===== src/rtl/router_egb_pkg.sv =====
// Shared types and constants for the router egress buffer.
// Stats counters are built only when ROUTER_EGB_STATS_EN is defined.
package router_egb_pkg;

  typedef enum logic [1:0] {
    IDLE,
    RECV,
    DROP
  } egb_state_e;

  localparam int CNT_W = 32;
  localparam logic [CNT_W-1:0] CNT_MAX = '1;

  function automatic logic [CNT_W-1:0] sat_inc(input logic [CNT_W-1:0] v);
    return (v == CNT_MAX) ? v : v + 1'b1;
  endfunction

endpackage


===== src/rtl/router_egb_mem.sv =====
// Byte storage plus per-entry end-of-packet flags; combinational read port.
module router_egb_mem #(
  parameter int DEPTH = 64,
  parameter int AW    = $clog2(DEPTH)
) (
  input  logic          clk,
  input  logic          reset,
  input  logic          wr_en,
  input  logic [AW-1:0] wr_addr,
  input  logic [7:0]    wr_data,
  input  logic          last_en,
  input  logic [AW-1:0] last_addr,
  input  logic [AW-1:0] rd_addr,
  output logic [7:0]    rd_data,
  output logic          rd_last
);

  logic [7:0]       data_q [DEPTH];
  logic [DEPTH-1:0] last_q;

  // NOTE: the data array has no reset; it is only read behind commit_ptr, so
  // stale contents are never observed and the array can map onto plain RAM.
  always_ff @(posedge clk) begin
    if (wr_en) data_q[wr_addr] <= wr_data;
  end

  // Flags are reset, and a fresh data write clears any stale flag from an
  // earlier packet that used the same entry. Commit never coincides with a
  // data write, so the two ports never hit the same cycle.
  always_ff @(posedge clk or negedge reset) begin
    if (!reset) begin
      last_q <= '0;
    end else begin
      if (wr_en)   last_q[wr_addr]   <= 1'b0;
      if (last_en) last_q[last_addr] <= 1'b1;
    end
  end

  assign rd_data = data_q[rd_addr];
  assign rd_last = last_q[rd_addr];

endmodule


===== src/rtl/router_egress_buffer.sv =====
// Store-and-forward egress buffer: releases only whole packets, drops overflows.
// Optional stats counters: define ROUTER_EGB_STATS_EN.
module router_egress_buffer #(
  parameter int DEPTH = 64
) (
  input  logic        clk,
  input  logic        reset,
  input  logic [7:0]  in_data,
  input  logic        in_valid,
  output logic [7:0]  out_data,
  output logic        out_valid,
  output logic        out_last,
  input  logic        out_ready,
  output logic        full,
  output logic        drop_pulse,
  output logic [31:0] pkt_count,
  output logic [31:0] drop_count
);
  import router_egb_pkg::*;

  localparam int AW = $clog2(DEPTH);
  localparam int PW = AW + 1;

  egb_state_e    state;
  logic [PW-1:0] wr_ptr, commit_ptr, rd_ptr;
  logic [AW-1:0] last_addr;
  logic [7:0]    rd_data;
  logic          rd_last;
  logic          wr_en, commit_ev, drop_ev, xfer, load;

  assign full      = (wr_ptr - rd_ptr) == PW'(DEPTH);
  assign last_addr = wr_ptr[AW-1:0] - AW'(1);
  assign xfer      = out_valid && out_ready;
  assign load      = (rd_ptr != commit_ptr) && (!out_valid || out_ready);

  // NOTE: every always_comb output gets a value on every path, so no latch.
  always_comb begin
    wr_en     = in_valid && !full && (state != DROP);
    commit_ev = (state == RECV) && !in_valid;
    drop_ev   = (state == DROP) && !in_valid;
  end

  // NOTE: state registers use non-blocking assignment so every flop samples
  // the pre-edge values regardless of statement order.
  always_ff @(posedge clk or negedge reset) begin
    if (!reset) begin
      state      <= IDLE;
      wr_ptr     <= '0;
      commit_ptr <= '0;
      drop_pulse <= 1'b0;
    end else begin
      drop_pulse <= drop_ev;
      case (state)
        IDLE: if (in_valid) begin
          if (full) begin
            state <= DROP;
          end else begin
            wr_ptr <= wr_ptr + PW'(1);
            state  <= RECV;
          end
        end
        RECV: if (in_valid) begin
          if (full) begin
            wr_ptr <= commit_ptr;   // rewind: discard the partial packet
            state  <= DROP;
          end else begin
            wr_ptr <= wr_ptr + PW'(1);
          end
        end else begin
          commit_ptr <= wr_ptr;
          state      <= IDLE;
        end
        DROP: if (!in_valid) state <= IDLE;
        default: state <= IDLE;
      endcase
    end
  end

  always_ff @(posedge clk or negedge reset) begin
    if (!reset) begin
      rd_ptr    <= '0;
      out_data  <= '0;
      out_valid <= 1'b0;
      out_last  <= 1'b0;
    end else if (load) begin
      rd_ptr    <= rd_ptr + PW'(1);
      out_data  <= rd_data;
      out_last  <= rd_last;
      out_valid <= 1'b1;
    end else if (xfer) begin
      out_valid <= 1'b0;
    end
  end

  router_egb_mem #(.DEPTH(DEPTH), .AW(AW)) u_mem (
    .clk      (clk),
    .reset    (reset),
    .wr_en    (wr_en),
    .wr_addr  (wr_ptr[AW-1:0]),
    .wr_data  (in_data),
    .last_en  (commit_ev),
    .last_addr(last_addr),
    .rd_addr  (rd_ptr[AW-1:0]),
    .rd_data  (rd_data),
    .rd_last  (rd_last)
  );

`ifdef ROUTER_EGB_STATS_EN
  logic [CNT_W-1:0] pkt_q, drop_q;

  always_ff @(posedge clk or negedge reset) begin
    if (!reset) begin
      pkt_q  <= '0;
      drop_q <= '0;
    end else begin
      if (commit_ev) pkt_q  <= sat_inc(pkt_q);
      if (drop_ev)   drop_q <= sat_inc(drop_q);
    end
  end

  assign pkt_count  = pkt_q;
  assign drop_count = drop_q;
`else
  assign pkt_count  = '0;
  assign drop_count = '0;
`endif

endmodule


===== config.mk =====
export PLATFORM = sky130hd
export DESIGN_NAME = router_egress_buffer
export DESIGN_NICKNAME = d
export VERILOG_FILES = /design/src/rtl/router_egb_pkg.sv /design/src/rtl/router_egb_mem.sv /design/src/rtl/router_egress_buffer.sv
export SDC_FILE = /design/constraint.sdc
export NUM_CORES = 1
export LEC_CHECK = 0
export ABC_AREA = 1
export CORE_ASPECT_RATIO = 1.1
export CORE_MARGIN = 3
export CORE_UTILIZATION = 50
export CTS_CLUSTER_DIAMETER = 60
export DETAILED_ROUTE_END_ITERATION = 10
export PLACE_DENSITY = 0.67
export SYNTH_ARGS = -nofsm -noshare
export SYNTH_HDL_FRONTEND = slang
export SYNTH_SLANG_ARGS = --single-unit

===== constraint.sdc =====
create_clock -name clk -period 3.89 [get_ports clk]
set_input_delay 0.389 -clock clk [delete_from_list [all_inputs] [get_ports clk]]
set_output_delay 0.389 -clock clk [all_outputs]
set_load 0.005 [all_outputs]

==> run_1/gates.png <==
Scale bar: 50 µm.
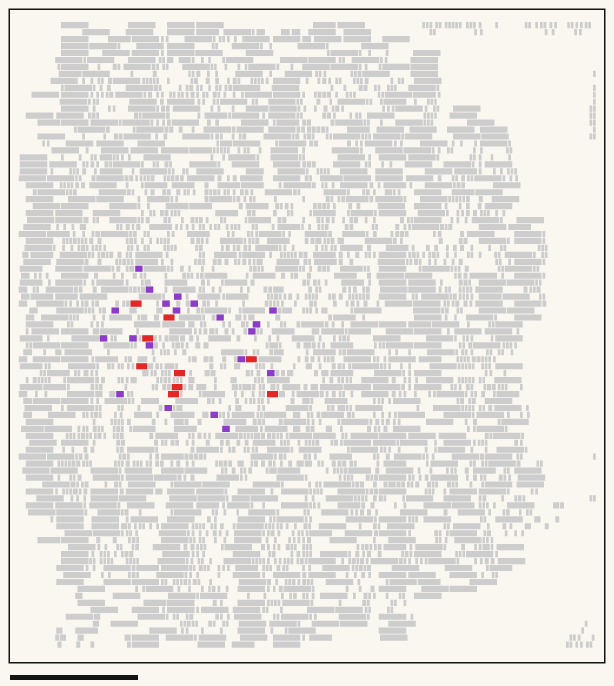
| color | family | cells | where |
|---|---|---|---|
| red | fa/ha/maj cells | 9 | left middle |
| purple | xor and xnor cells | 20 | left middle |
Top cell excl fill/tap: nand2_1
fin cells: 3750

==> run_1/sizing.png <==
Scale bar: 50 µm.
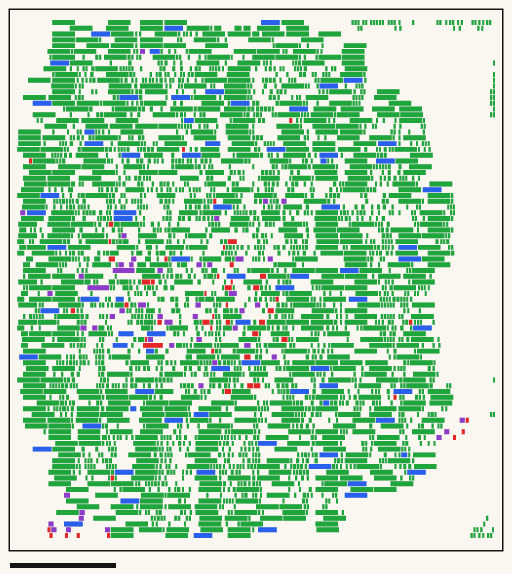
| color | size | cells | share | most used |
|---|---|---|---|---|
| green | x1 and smaller | 2839 | 94% | nand2_1 |
| purple | x3 and x4 | 48 | 1.6% | buf_4 |
| blue | x6 and larger | 77 | 2.6% | clkbuf_16 |
| red | x2 | 50 | 1.7% | o21ai_2 |
PnR worst setup slack: 0.411 ns
Synth-to-Final Area Change: 8.49%
design area: 30500 µm²

==> run_1/congestion_map.png <==
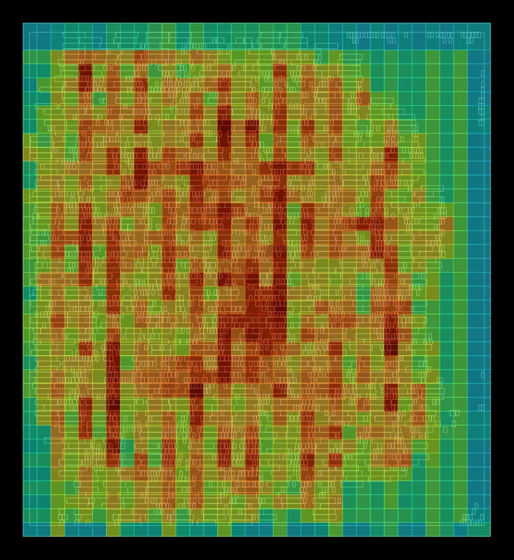
grt met1 use: 0.338
global routing usage on met3: 0.0374
WL/cell: 19.9 µm

==> run summary, run 1 <==
impl run done, here's what came out: largest area contributor in the synthesized netlist edfxtp_1, Final Hold Vio Count 0, Bufs and invs on worst path 3, Setup crit start kind flip-flop, DPL Wire Length 46000 µm, register share after synthesis 0.634, Cells after Synth 2976, DR WL met2 35500 µm, status finished clean, H-tree level count 2, Routed Antenna Nets 0, Yosys reg bits 610, # rows 90, max layer used met4, critical path arrival 3.09 ns, vias in the first global route 19433, GP Congestion 0.928, Avg Inst Size Synth 9.46 µm², Post-synth EDFFs 512, Clock Tree Buf Depth 3, Starting DRT DRC Count 2197, worst hold path type primary input to flip-flop, minimum clock period 3.48 ns, yosys warns 0, mapped cell area 28100 µm², ANT cells 0, WS Path Type flip-flop to output pin, CP max-delay cell clkdlybuf4s50_1
## run 1: repair_timing
item | 4_1_cts | 5_1_grt
hold endpoints to repair | 73 | 0
gates resized | 0 | 0
hold buffers | 1 | 0
## run 1: layer usage
layer  GRT usage  up-vias
met5           0        -
met4      0.0933        0
met3      0.0374      154
met2       0.417      862
met1       0.338     9795
li1            -     9434
## run 1: cell type report
type	count	area, µm²	share of cell area
flip-flops and latches	610	17800	0.584
multi-input cells	1862	7950	0.261
clock buffers	78	1580	0.0517
inverters	366	1380	0.0453
well taps	736	921	0.0302
repair buffers	66	576	0.0189
clock inverters	32	280	0.00918
## run 1: power by group
part	switching (mW)	internal [mW]	total, mW	leakage (nW)
registers	0.399	7.68	8.08	5.88
logic	6.12	2.38	8.50	6.10
clock network	2.45	3.12	5.57	0.915
total	8.97	13.2	22.1	12.9
## run 1: worst paths after layout
kind | from | end | slack, ns | cells past startpoint
worst min register to register | u_mem.last_q[36] | u_mem.last_q[36] | 0.49 | 2
worst max-delay path | rd_ptr[4] | full | 0.41 | 10
worst min-delay path | in_data[1] | u_mem.data_q[10][1] | 0.32 | 2
worst max register to register | rd_ptr[5] | u_mem.data_q[5][0] | 0.58 | 10
max in group asynchronous | reset | u_mem.last_q[37] | 2.37 | 3
min in group asynchronous | reset | out_data[4] | 0.48 | 2
## run 1: cell families after synthesis
| logic type | after synthesis | share of synthesized area |
|---|---|---|
| other cells | 1 | 0.000133 |
| xor+xnor | 20 | 0.00623 |
| buf+inv | 567 | 0.0927 |
| compound gates | 222 | 0.0417 |
| fa+ha+maj | 9 | 0.00400 |
| simple gates | 1547 | 0.222 |
| flops | 610 | 0.634 |
## run 1: sequential cells by signal (all words and copies together), names as in the netlist
register,count
drop_pulse,1
out_data,8
out_last,1
rd_ptr,7
u_mem.last_q,64
state,2
wr_ptr,7
u_mem.data_q,512
out_valid,1
commit_ptr,7
## run 1: layout by cell type, fill, tap and decap left out, types with 9 or more instances in the layout
cell and instances:
clkinv_1 12, inv_2 9, o21ai_1 82, nand2_1 943, clkbuf_16 59, clkbuf_1 16, a21oi_1 18, clkinv_2 10
nand3_1 279, buf_4 38, edfxtp_1 512, ha_1 9, conb_1 64, nor2_1 295, o21ai_0 106, o21ai_2 11
xor2_1 13, dfrtp_1 95, clkdlybuf4s50_1 14, inv_1 353
## run 1: through the flow
stage                     utilization  std cells  setup slack [ns]  hold slack, ns
after floorplan                     -       3039             0.950          0.0934
after CTS                       0.552       3750             0.420           0.310
after global routing            0.552       3750             0.262           0.321
after detailed placement        0.518       3639             0.661           0.480
after global placement          0.518       3639             0.783           0.472
final                           0.552       3750             0.411           0.318
==> run_1/class_map.png <==
Scale bar: 50 µm.
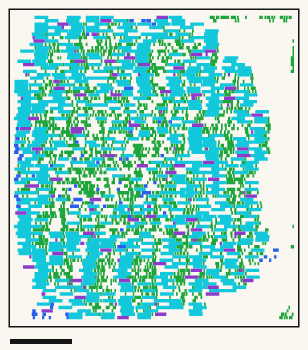

==> run 2, diff against run 1 <==
CORE_MARGIN = not set   (was 3)
==> run_2/class_map.png <==
Scale bar: 50 µm.
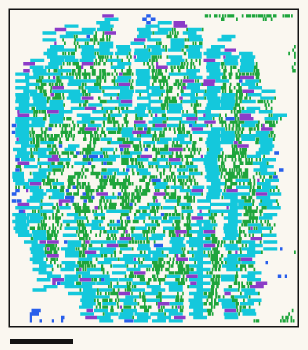
| color | class | cells | share of their area |
|---|---|---|---|
| green | remaining logic cells | 2228 | 31% |
| cyan | registers | 610 | 60% |
| purple | clock drivers and dummy loads | 116 | 7.0% |
| blue | remaining buffers and delay cells | 63 | 2.0% |
# rows: 90
design area: 30800 µm²

==> run_2/sizing.png <==
Scale bar: 50 µm.
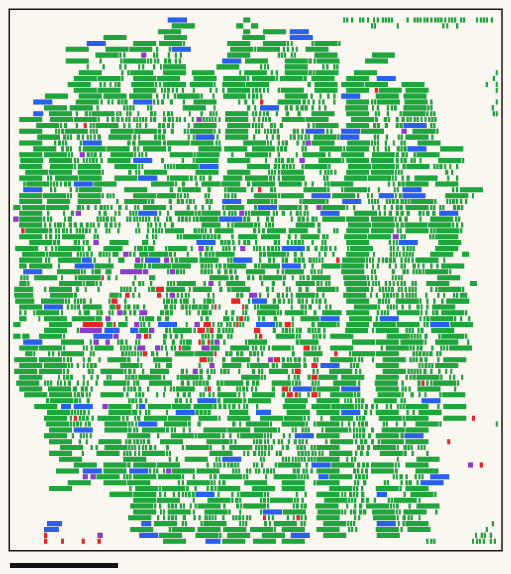
| color | size | cells | share | most used |
|---|---|---|---|---|
| green | x1 and smaller | 2828 | 94% | nand2_1 |
| purple | x3 and x4 | 47 | 1.6% | buf_4 |
| blue | x6 and larger | 87 | 2.9% | clkbuf_16 |
| red | x2 | 55 | 1.8% | clkinv_2 |

==> run summary, run 2 <==
impl run done, here's what came out: Clock Tree Buf Depth 3 (unchanged), Final Hold Vio Count 0 (unchanged), Synth-to-Final Area Change 9.38%, R2R cell count 12 (+2), Top cell excl fill/tap nand2_1, WS Path Type flip-flop to output pin, yosys warns 0 (unchanged), GR peak layer met2, hold_buf cts 1 (unchanged), most common logic cells in the final layout nand2_1 (943), edfxtp_1 (512), inv_1 (353), GP Congestion 0.935 (+0.77%), grt met1 use 0.361 (+0.0234), WL/cell 20.0 µm (+0.37%), DPL Wire Length 46200 µm (+0.39%), CP max-delay cell dfrtp_1, Bufs and invs on worst path 3 (unchanged), Setup crit start kind flip-flop, critical path arrival 3.17 ns (+0.08 ns), status finished clean, H-tree level count 2 (unchanged), cell count along the critical path 10 (unchanged), met2 Use GR 0.428 (+0.0110)
==> run_2/ff_map.png <==
Scale bar: 50 µm. Other sequential cells in the stronger gray, the rest of the logic in the fainter gray.
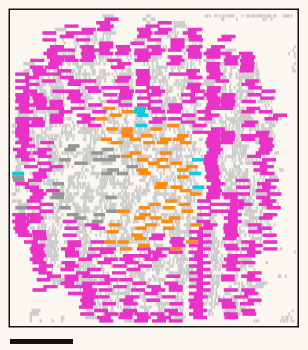
| color | signal | sequential cells | where |
|---|---|---|---|
| orange | u_mem.last_q | 64 | middle |
| cyan | out_data | 8 | middle |
| magenta | u_mem.data_q | 512 | widely spread |

==> run 2: netlist changes by cell type in the layout (fill, tap and decap cells not counted), moves of 3 or more <==
cell,previous run,this run
buf_12,5,8
buf_4,38,32
clkbuf_16,59,65
clkbuf_8,3,6
clkinv_1,12,4
clkinv_2,10,14
clkinvlp_4,0,5
inv_6,4,1
==> run 2: stage by stage <==
stage	cells	hold slack, ns	util	setup slack [ns]	power (mW)
floorplan	3039	0.0934	-	0.950	13.9
global placement	3636	0.470	0.520	0.764	16.4
detailed placement	3636	0.483	0.520	0.674	16.5
CTS	3753	0.176	0.558	0.328	22.5
finish	3753	0.178	0.558	0.331	22.6
global route	3753	0.187	0.558	0.0649	23.8
==> run 2: path summary, 6_finish.rpt <==
path	startpoint	slack, ns	to
max	rd_ptr[4]	0.33	full
min	in_data[7]	0.18	u_mem.data_q[58][7]
max reg2reg	rd_ptr[4]	0.61	u_mem.data_q[14][6]
min reg2reg	u_mem.last_q[40]	0.50	u_mem.last_q[40]
max in group asynchronous	reset	2.40	out_data[5]
min in group asynchronous	reset	0.44	out_data[6]
==> run 2: power breakdown <==
| group | total (mW) | internal, mW | switching, mW |
|---|---|---|---|
| sequential | 8.08 | 7.68 | 0.406 |
| clock | 6.06 | 3.57 | 2.49 |
| combinational | 8.46 | 2.37 | 6.09 |
==> run 2: layout make-up <==
cell class                 instances  area (µm²)
clock buffer                      87        1780
clock inverter                    29         313
fill                            4835       24400
inverter                         366        1380
multi-input combinational       1862        7960
sequential                       610       17800
tap                              736         921
timing repair buffer              63         591
==> run 2: logic make-up after synthesis <==
kind of cell / synth area share
buf+inv: 0.0927
xor+xnor: 0.00623
other cells: 0.000133
compound gates: 0.0417
simple gates: 0.222
flops: 0.634
fa+ha+maj: 0.00400
==> run 2: layer usage <==
layer,wire length (µm),vias up
li1,-,9427
met1,30600,9715
met2,35500,977
met3,6200,169
met4,2740,0
met5,0,-
Power is estimated from default activity; no workload was simulated.
